==> src/rtl/uart_tx.sv <==
// Purpose : 8N1/8N2 UART transmitter, LSB first, CLKS_PER_BIT clocks per bit.
// Latency : line falls on the accepting edge; done pulses (9+STOP_BITS)*CLKS_PER_BIT cycles later.
// Backpres: tx_busy high while a frame is in flight; tx_start is ignored (not queued) meanwhile.
module uart_tx #(
    parameter int CLKS_PER_BIT = 10417,
    parameter int STOP_BITS    = 1
) (
    input  logic       clk,
    input  logic       rst_n,
    input  logic       tx_start,
    input  logic [7:0] data_in,
    output logic       tx_out,
    output logic       tx_busy,
    output logic       tx_done_out
);

    localparam int                BAUD_W    = (CLKS_PER_BIT > 1) ? $clog2(CLKS_PER_BIT) : 1;
    localparam logic [BAUD_W-1:0] BAUD_LAST = BAUD_W'(CLKS_PER_BIT - 1);
    localparam logic              STOP_LAST = 1'(STOP_BITS - 1);

    typedef enum logic [1:0] {
        S_IDLE  = 2'd0,
        S_START = 2'd1,
        S_DATA  = 2'd2,
        S_STOP  = 2'd3
    } state_t;

    state_t            r_state;
    logic [BAUD_W-1:0] r_baud_cnt;
    logic [2:0]        r_bit_cnt;
    logic              r_stop_cnt;
    logic [7:0]        r_shift;
    logic              r_tx_out;
    logic              r_busy;
    logic              r_done;
    logic              w_baud_wrap;

    // Last clock of the current bit period.
    assign w_baud_wrap = (r_baud_cnt == BAUD_LAST);

    assign tx_out      = r_tx_out;
    assign tx_busy     = r_busy;
    assign tx_done_out = r_done;

    // Frame sequencer: every output is registered, the line is driven straight from r_tx_out.
    always_ff @(posedge clk or negedge rst_n) begin
        if (!rst_n) begin
            r_state    <= S_IDLE;
            r_baud_cnt <= '0;
            r_bit_cnt  <= '0;
            r_stop_cnt <= 1'b0;
            r_shift    <= '0;
            r_tx_out   <= 1'b1;
            r_busy     <= 1'b0;
            r_done     <= 1'b0;
        end else begin
            r_done <= 1'b0;
            case (r_state)
                S_IDLE: begin
                    r_tx_out <= 1'b1;
                    if (tx_start) begin
                        // Byte is latched here so later data_in changes cannot disturb the frame.
                        r_shift    <= data_in;
                        r_state    <= S_START;
                        r_tx_out   <= 1'b0;
                        r_busy     <= 1'b1;
                        r_baud_cnt <= '0;
                    end
                end

                S_START: begin
                    if (w_baud_wrap) begin
                        r_baud_cnt <= '0;
                        r_state    <= S_DATA;
                        r_tx_out   <= r_shift[0];
                        r_shift    <= {1'b0, r_shift[7:1]};
                        r_bit_cnt  <= '0;
                    end else begin
                        r_baud_cnt <= r_baud_cnt + BAUD_W'(1);
                    end
                end

                S_DATA: begin
                    if (w_baud_wrap) begin
                        r_baud_cnt <= '0;
                        if (r_bit_cnt == 3'd7) begin
                            r_state    <= S_STOP;
                            r_tx_out   <= 1'b1;
                            r_stop_cnt <= 1'b0;
                        end else begin
                            // Shift register always presents the next data bit at bit 0.
                            r_tx_out  <= r_shift[0];
                            r_shift   <= {1'b0, r_shift[7:1]};
                            r_bit_cnt <= r_bit_cnt + 3'd1;
                        end
                    end else begin
                        r_baud_cnt <= r_baud_cnt + BAUD_W'(1);
                    end
                end

                S_STOP: begin
                    if (w_baud_wrap) begin
                        r_baud_cnt <= '0;
                        if (r_stop_cnt == STOP_LAST) begin
                            // Back in IDLE this cycle, so a held tx_start is taken on the next edge.
                            r_state <= S_IDLE;
                            r_busy  <= 1'b0;
                            r_done  <= 1'b1;
                        end else begin
                            r_stop_cnt <= 1'b1;
                        end
                    end else begin
                        r_baud_cnt <= r_baud_cnt + BAUD_W'(1);
                    end
                end

                default: begin
                    r_state  <= S_IDLE;
                    r_tx_out <= 1'b1;
                    r_busy   <= 1'b0;
                end
            endcase
        end
    end

endmodule

==> config.mk <==
export PLATFORM = sky130hd
export DESIGN_NAME = uart_tx
export DESIGN_NICKNAME = d
export VERILOG_FILES = /design/src/rtl/uart_tx.sv
export SDC_FILE = /design/constraint.sdc
export NUM_CORES = 1
export LEC_CHECK = 0
export ABC_AREA = 1
export CORE_UTILIZATION = 30
export CTS_CLUSTER_DIAMETER = 60
export DETAILED_ROUTE_END_ITERATION = 16
export PLACE_DENSITY = 0.47
export SLEW_MARGIN = 30
export SYNTH_ARGS = -nofsm -noshare
export SYNTH_HDL_FRONTEND = slang
export SYNTH_SLANG_ARGS = --single-unit
==> constraint.sdc <==
create_clock -name clk -period 3.1 [get_ports clk]
set_input_delay 0.465 -clock clk [delete_from_list [all_inputs] [get_ports clk]]
set_output_delay 0.465 -clock clk [all_outputs]
set_load 0.005 [all_outputs]
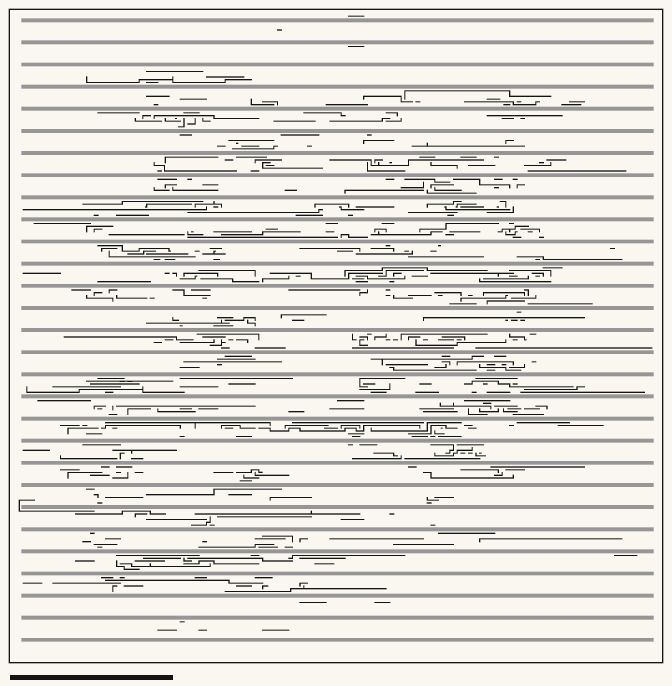
Figure 1: run 1, M1 wires.
Scale bar: 20 µm. Supply wires on this layer in grey.
- share of all routed wire: 50%
- wire length on this layer: 1960 µm

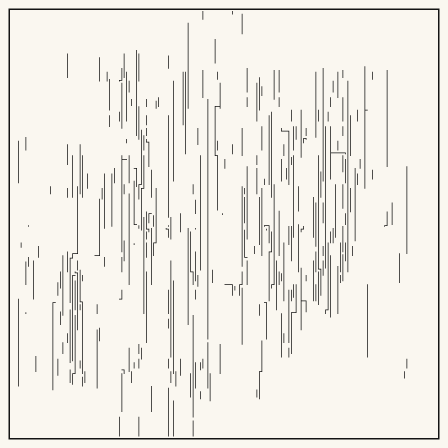
Figure 2: run 1, met2 routing.
- wire length on this layer: 1760 µm
- main direction: vertical
- longest straight run: 44.9 µm
WL final: 3.89 mm
met2 usage: 0.226
via count: 1494

==> impl_metrics.json, run 1 <==
{
  "status": "complete, no violations",
  "wl_met1_mm": 1.96,
  "route.met2.wl_mm": 1.76,
  "crit_buf_inv": 1,
  "grt_pass1_vias": 1479,
  "cpPeakStageDelay_ns": 0.54,
  "cp-endpoint": "tx_out",
  "num_rows": 28,
  "clock_buffers": 7,
  "top_cells_by_count": "nand2_1, dfrtp_1, inv_1",
  "edf_count": 0,
  "postSynthSeqShare": 0.411,
  "internal-power_mw": 1.06,
  "cp_top_family": "flip-flops",
  "switching_share": 0.388,
  "port_buffers": 13,
  "ioPinCount": 14,
  "top_area_cell": "dfrtp_1",
  "cts_tree": "done",
  "top_cell": "nand2_1",
  "maxCapViolations": 0,
  "rr_worst_depth": 8,
  "critPathCaptureType": "output pin",
  "met1_usage": 0.178,
  "synthAoiAreaFrac": 0.0410,
  "hold_ws_ns": 0.473,
  "power.static_leakage_nw": 1.08,
  "drive_gt1_frac": 0.124,
  "synthAdderAreaFrac": 0.0615,
  "nNetsFinal": 277,
  "reg2reg_to": "r_baud_cnt[10]",
  "synth_warnings": 0,
  "r2r-start": "r_state[0]",
  "timing.setup.tns_ns": 0,
  "logic_area_um2": 953,
  "seq_share": 0.345,
  "regMostFlops": "r_baud_cnt",
  "final_util": 0.368,
  "largest_reg_flops": 14,
  "area_growth_pct": 18.9,
  "buffers": 16,
  "pg_comb_mw": 0.765,
  "taps": 75,
  "grt_max_degree": 31,
  "power.density_nw_per_um2": 794,
  "setup_ws_ns": 1.33,
  "via_per_inst": 4.49,
  "synth.avg_cell_area_um2": 7.70,
  "postSynth.asyncResetShare": 1.00,
  "dr_wl_met3_um": 127,
  "cp.required_ns": 2.63,
  "chip_area_um2": 6420,
  "top_regs": "r_baud_cnt (14), r_shift (8), r_bit_cnt (3)",
  "route.top_layer_used": "met4",
  "max_freq_ghz": 0.564,
  "synthCells": 238,
  "cts_resized": 0,
  "path_cells": "clkdlybuf4s50_1",
  "hold_buffers": 0,
  "finalMaxSlewViolations": 0,
  "yosys_area_um2": 1830,
  "cp.arrival_ns": 1.31,
  "path_depth": 1,
  "fin_cells": 333,
  "dr.pass1.iters": 4,
  "drt-initial-drc-count": 48,
  "warning_count": 31,
  "worstHoldPathType": "reg -> reg",
  "post-dp-hpwl_mm": 2.88,
  "dp.cells": 325,
  "comb_share": 0.438,
  "clock-sinks": 30,
  "die_w_um": 80.1,
  "worstMarginPinSlew_ns": 0.498,
  "cpMaxStageDelayCell": "dfstp_2",
  "ys_cells": 238,
  "die_y_um": 80.1,
  "timing.final.crit_period_ns": 1.77,
  "place_ws_ns": 1.07
}
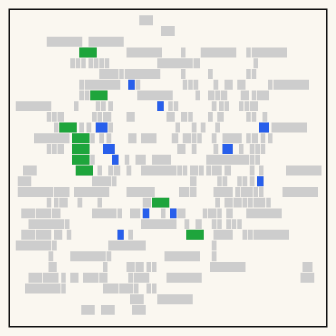
Figure 3: run 1, gate-type map.
- adder and majority cells: green (cells 9; most used ha_1)
- inverting AOI/OAI gates: blue (cells 11; most used o21ai_0)

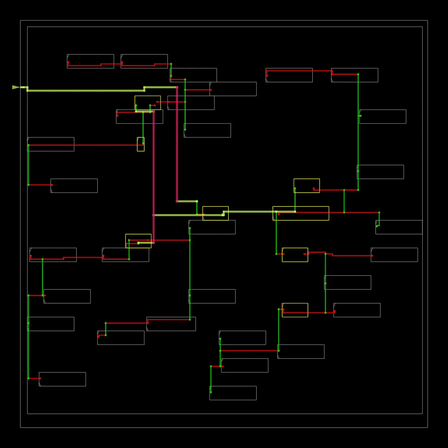
Figure 4: run 1, clock wiring as the flow saved it.
Num CTS Buffers: 5
clk pwr: 0.416 mW
skew final: 0.00833 ns
clk_lat worst skew: 0.28 ns

Figure 5. Metal 3 (run 1).
Scale bar: 20 µm. Cells faint in the background.
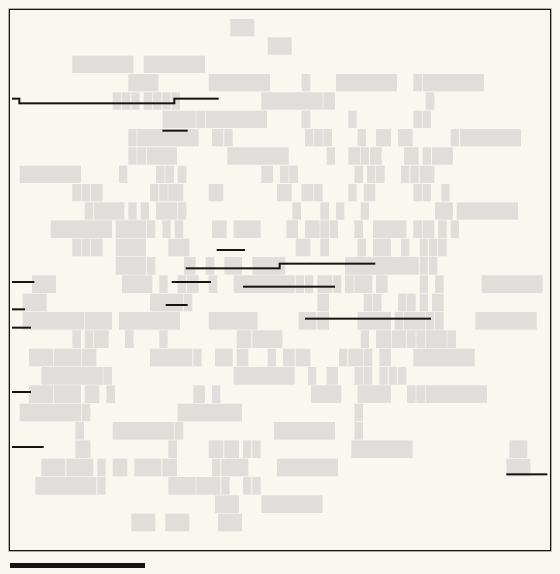

## Run 2: what changed since run 1
- PLACE_DENSITY: 0.47 -> 0.48
- clock period: 3.1 -> 1.63 ns (I/O delays scaled with it)
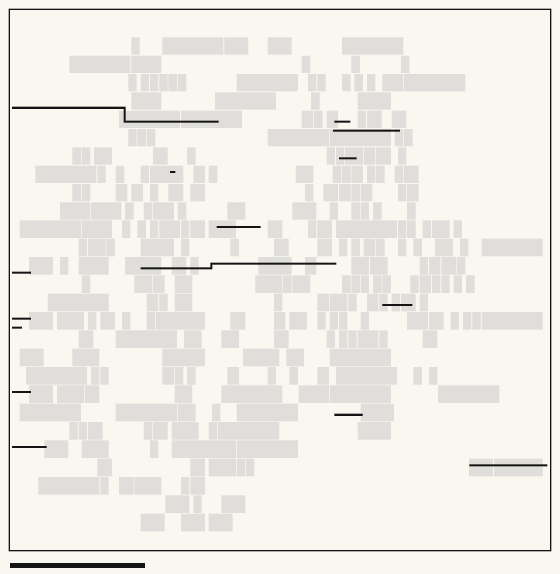
Figure 6: run 2, metal 3.
Scale bar: 20 µm. Cells faint in the background.
- longest straight run: 18.4 µm
- nets with wire on the layer: 11
via count: 1581
WL final: 4.08 mm
GRT met3 Usage: 0.0352

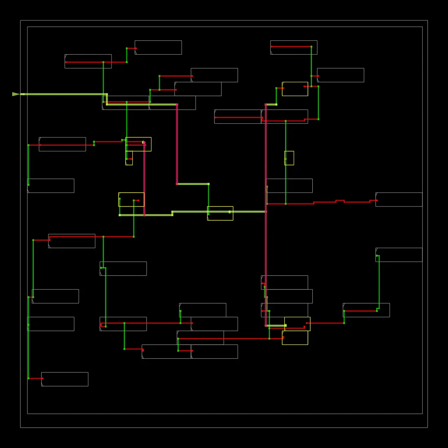
Figure 7: run 2, clock wiring as the flow saved it.
clk_lat worst skew: 0.29 ns
clock sink count: 30
clock buffer count: 7

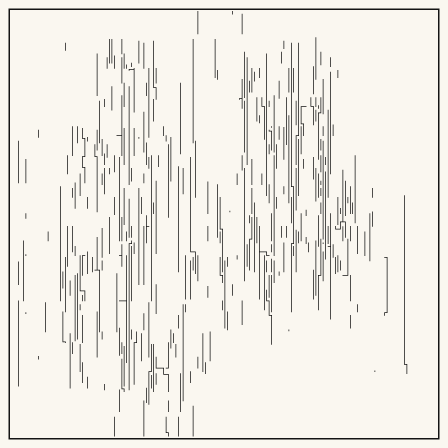
Figure 8: run 2, met2 routing.
- nets with wire on the layer: 214
- main direction: vertical
met2 usage: 0.239

==> run 2 against run 1 <==
Against the previous run:
- combinational power rose by 130%
- largest cell class unchanged
- critical path type unchanged
- routed wire length rose by 4.7%
- synthesized cell count did not move
- first-iteration DRC count rose by 94%
- highest routed layer unchanged
- largest power group unchanged
- sequential cell count did not move
==> impl_metrics.json, run 2 <==
{
  "final_util": 0.389,
  "top_cell": "nand2_1",
  "cts_buffers": 5,
  "timing.final.crit_period_ns": 1.57,
  "dp.cells": 337,
  "nNetsFinal": 292,
  "die_w_um": 80.1,
  "hold_buffers": 0,
  "pg_comb_mw": 1.75,
  "worstMarginPinSlew_ns": 0.241,
  "grt_pass1_vias": 1576,
  "synthAoiAreaFrac": 0.0410,
  "area_growth_pct": 25.8,
  "cp_top_family": "flip-flops",
  "reg2reg_to": "r_state[0]",
  "power.density_nw_per_um2": 1490,
  "clock-skew-final_ns": 0.00637,
  "edf_count": 0,
  "status": "complete, no violations",
  "seq_share": 0.326,
  "path_depth": 1,
  "top_cells_by_count": "nand2_1, dfrtp_1, inv_1",
  "finalMaxSlewViolations": 0,
  "met1_usage": 0.183,
  "path_cells": "clkdlybuf4s50_1",
  "maxCapViolations": 0,
  "cpMaxStageDelayCell": "dfstp_2",
  "largest_reg_flops": 14,
  "cts_resized": 0,
  "r2r-start": "r_bit_cnt[0]",
  "dr_wl_met3_um": 115,
  "critPathCaptureType": "output pin",
  "drive_gt1_frac": 0.209,
  "worstHoldPathType": "in -> async",
  "postSynth.asyncResetShare": 1.00,
  "comb_share": 0.423,
  "synthAdderAreaFrac": 0.0615,
  "buffers": 31,
  "postSynthSeqShare": 0.411,
  "place_ws_ns": 0.00668,
  "port_buffers": 13,
  "synth_warnings": 0
}
Figure 9. Gate-type map (run 2).
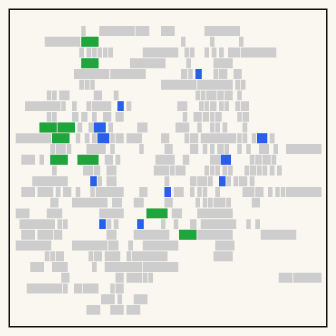

## Run 3: what changed since run 2
==> constraint.sdc (replaced) <==
create_clock -name clk -period 1.63 [get_ports clk]
set_input_delay 0.326 -clock clk [delete_from_list [all_inputs] [get_ports clk]]
set_output_delay 0.326 -clock clk [all_outputs]
set_load 0.005 [all_outputs]
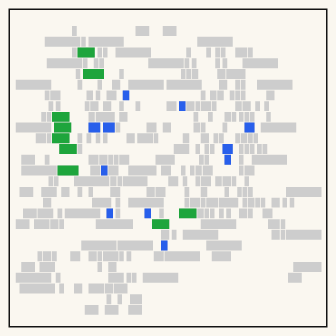
Figure 10: run 3, gate-type map.
- inverting AOI/OAI gates: blue (cells 11; most used o21ai_0)
- adder and majority cells: green (cells 9; most used ha_1)

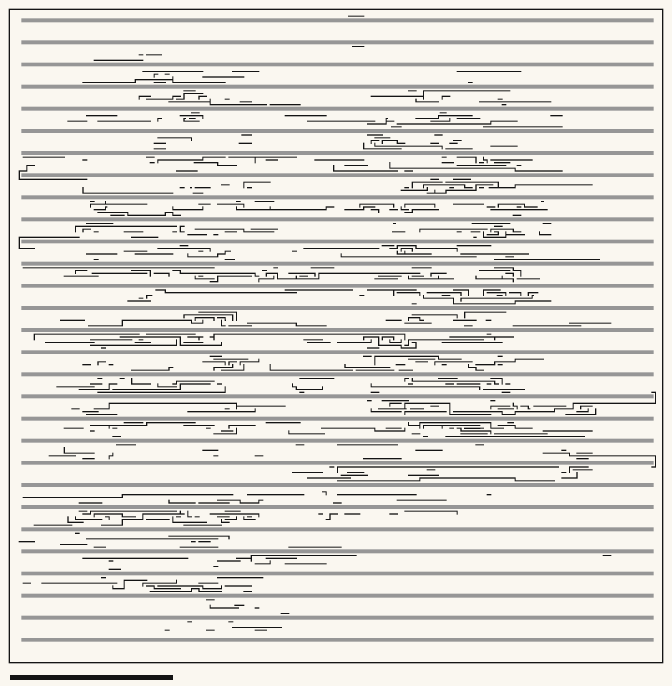
Figure 11: run 3, M1 wires.
Scale bar: 20 µm. Supply wires on this layer in grey.
GR Layer Usage met1: 0.188
WL final: 4.08 mm

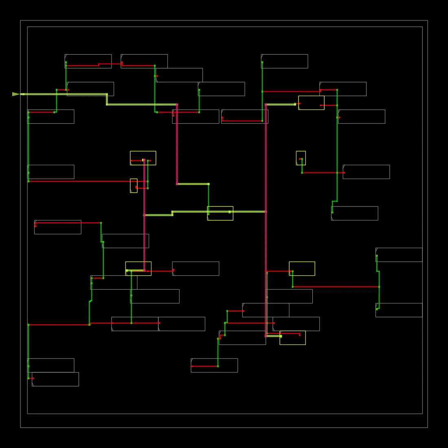
Figure 12: run 3, clock wiring as the flow saved it.
skew final: 0.00823 ns
clk pwr: 0.651 mW
layout sequential cell count: 30

==> run 3 against run 2 <==
Against the previous run:
- utilization up 0.13 points
- register-to-register slack hardly changed
- combinational power down 2%
- sequential cell count did not move
- clock-buffer cell count did not move
- power fell by 1.1%
- clock power increased by 2%
- global-route usage is 0.37 points higher
- sequential power about the same
- maximum frequency is 2.8% higher
- largest cell class unchanged
==> impl_metrics.json, run 3 <==
{
  "edf_count": 0,
  "cp_top_family": "simple AND/OR/NAND/NOR gates",
  "postSynthSeqShare": 0.411,
  "port_buffers": 13,
  "top_cell": "nand2_1",
  "nNetsFinal": 294,
  "synthAoiAreaFrac": 0.0410,
  "status": "complete, no violations",
  "cts_buffers": 5,
  "synthAdderAreaFrac": 0.0615,
  "final_util": 0.390,
  "maxCapViolations": 0,
  "die_w_um": 80.1,
  "clk_latency_ns": 0.30,
  "top_cells_by_count": "nand2_1, dfrtp_1, inv_1",
  "reg2reg_to": "r_baud_cnt[11]",
  "largest_reg_flops": 14,
  "critPathCaptureType": "flip-flop",
  "r2r-start": "r_baud_cnt[0]",
  "comb_share": 0.421,
  "finalMaxSlewViolations": 0,
  "worstHoldPathType": "in -> async",
  "path_depth": 9,
  "dr_total_vias": 1581,
  "power.density_nw_per_um2": 1470,
  "use_met3": 0.0307,
  "worstMarginPinSlew_ns": 0.248,
  "timing.final.crit_period_ns": 1.53,
  "met2_usage": 0.248,
  "pg_comb_mw": 1.71,
  "seq_share": 0.325,
  "path_cells": "inv_1 > ha_1 > nand3_1 > nor2_4 > nand2_4 > nand2_1 > nand2_2 > inv_2 > nor2_1",
  "area_growth_pct": 26.2,
  "clock_buffers": 7,
  "clock-sinks": 30,
  "grt_pass1_vias": 1644,
  "buffers": 33,
  "dr_wl_met3_um": 94,
  "postSynth.asyncResetShare": 1.00
}
Power and IR drop assume default switching activity.
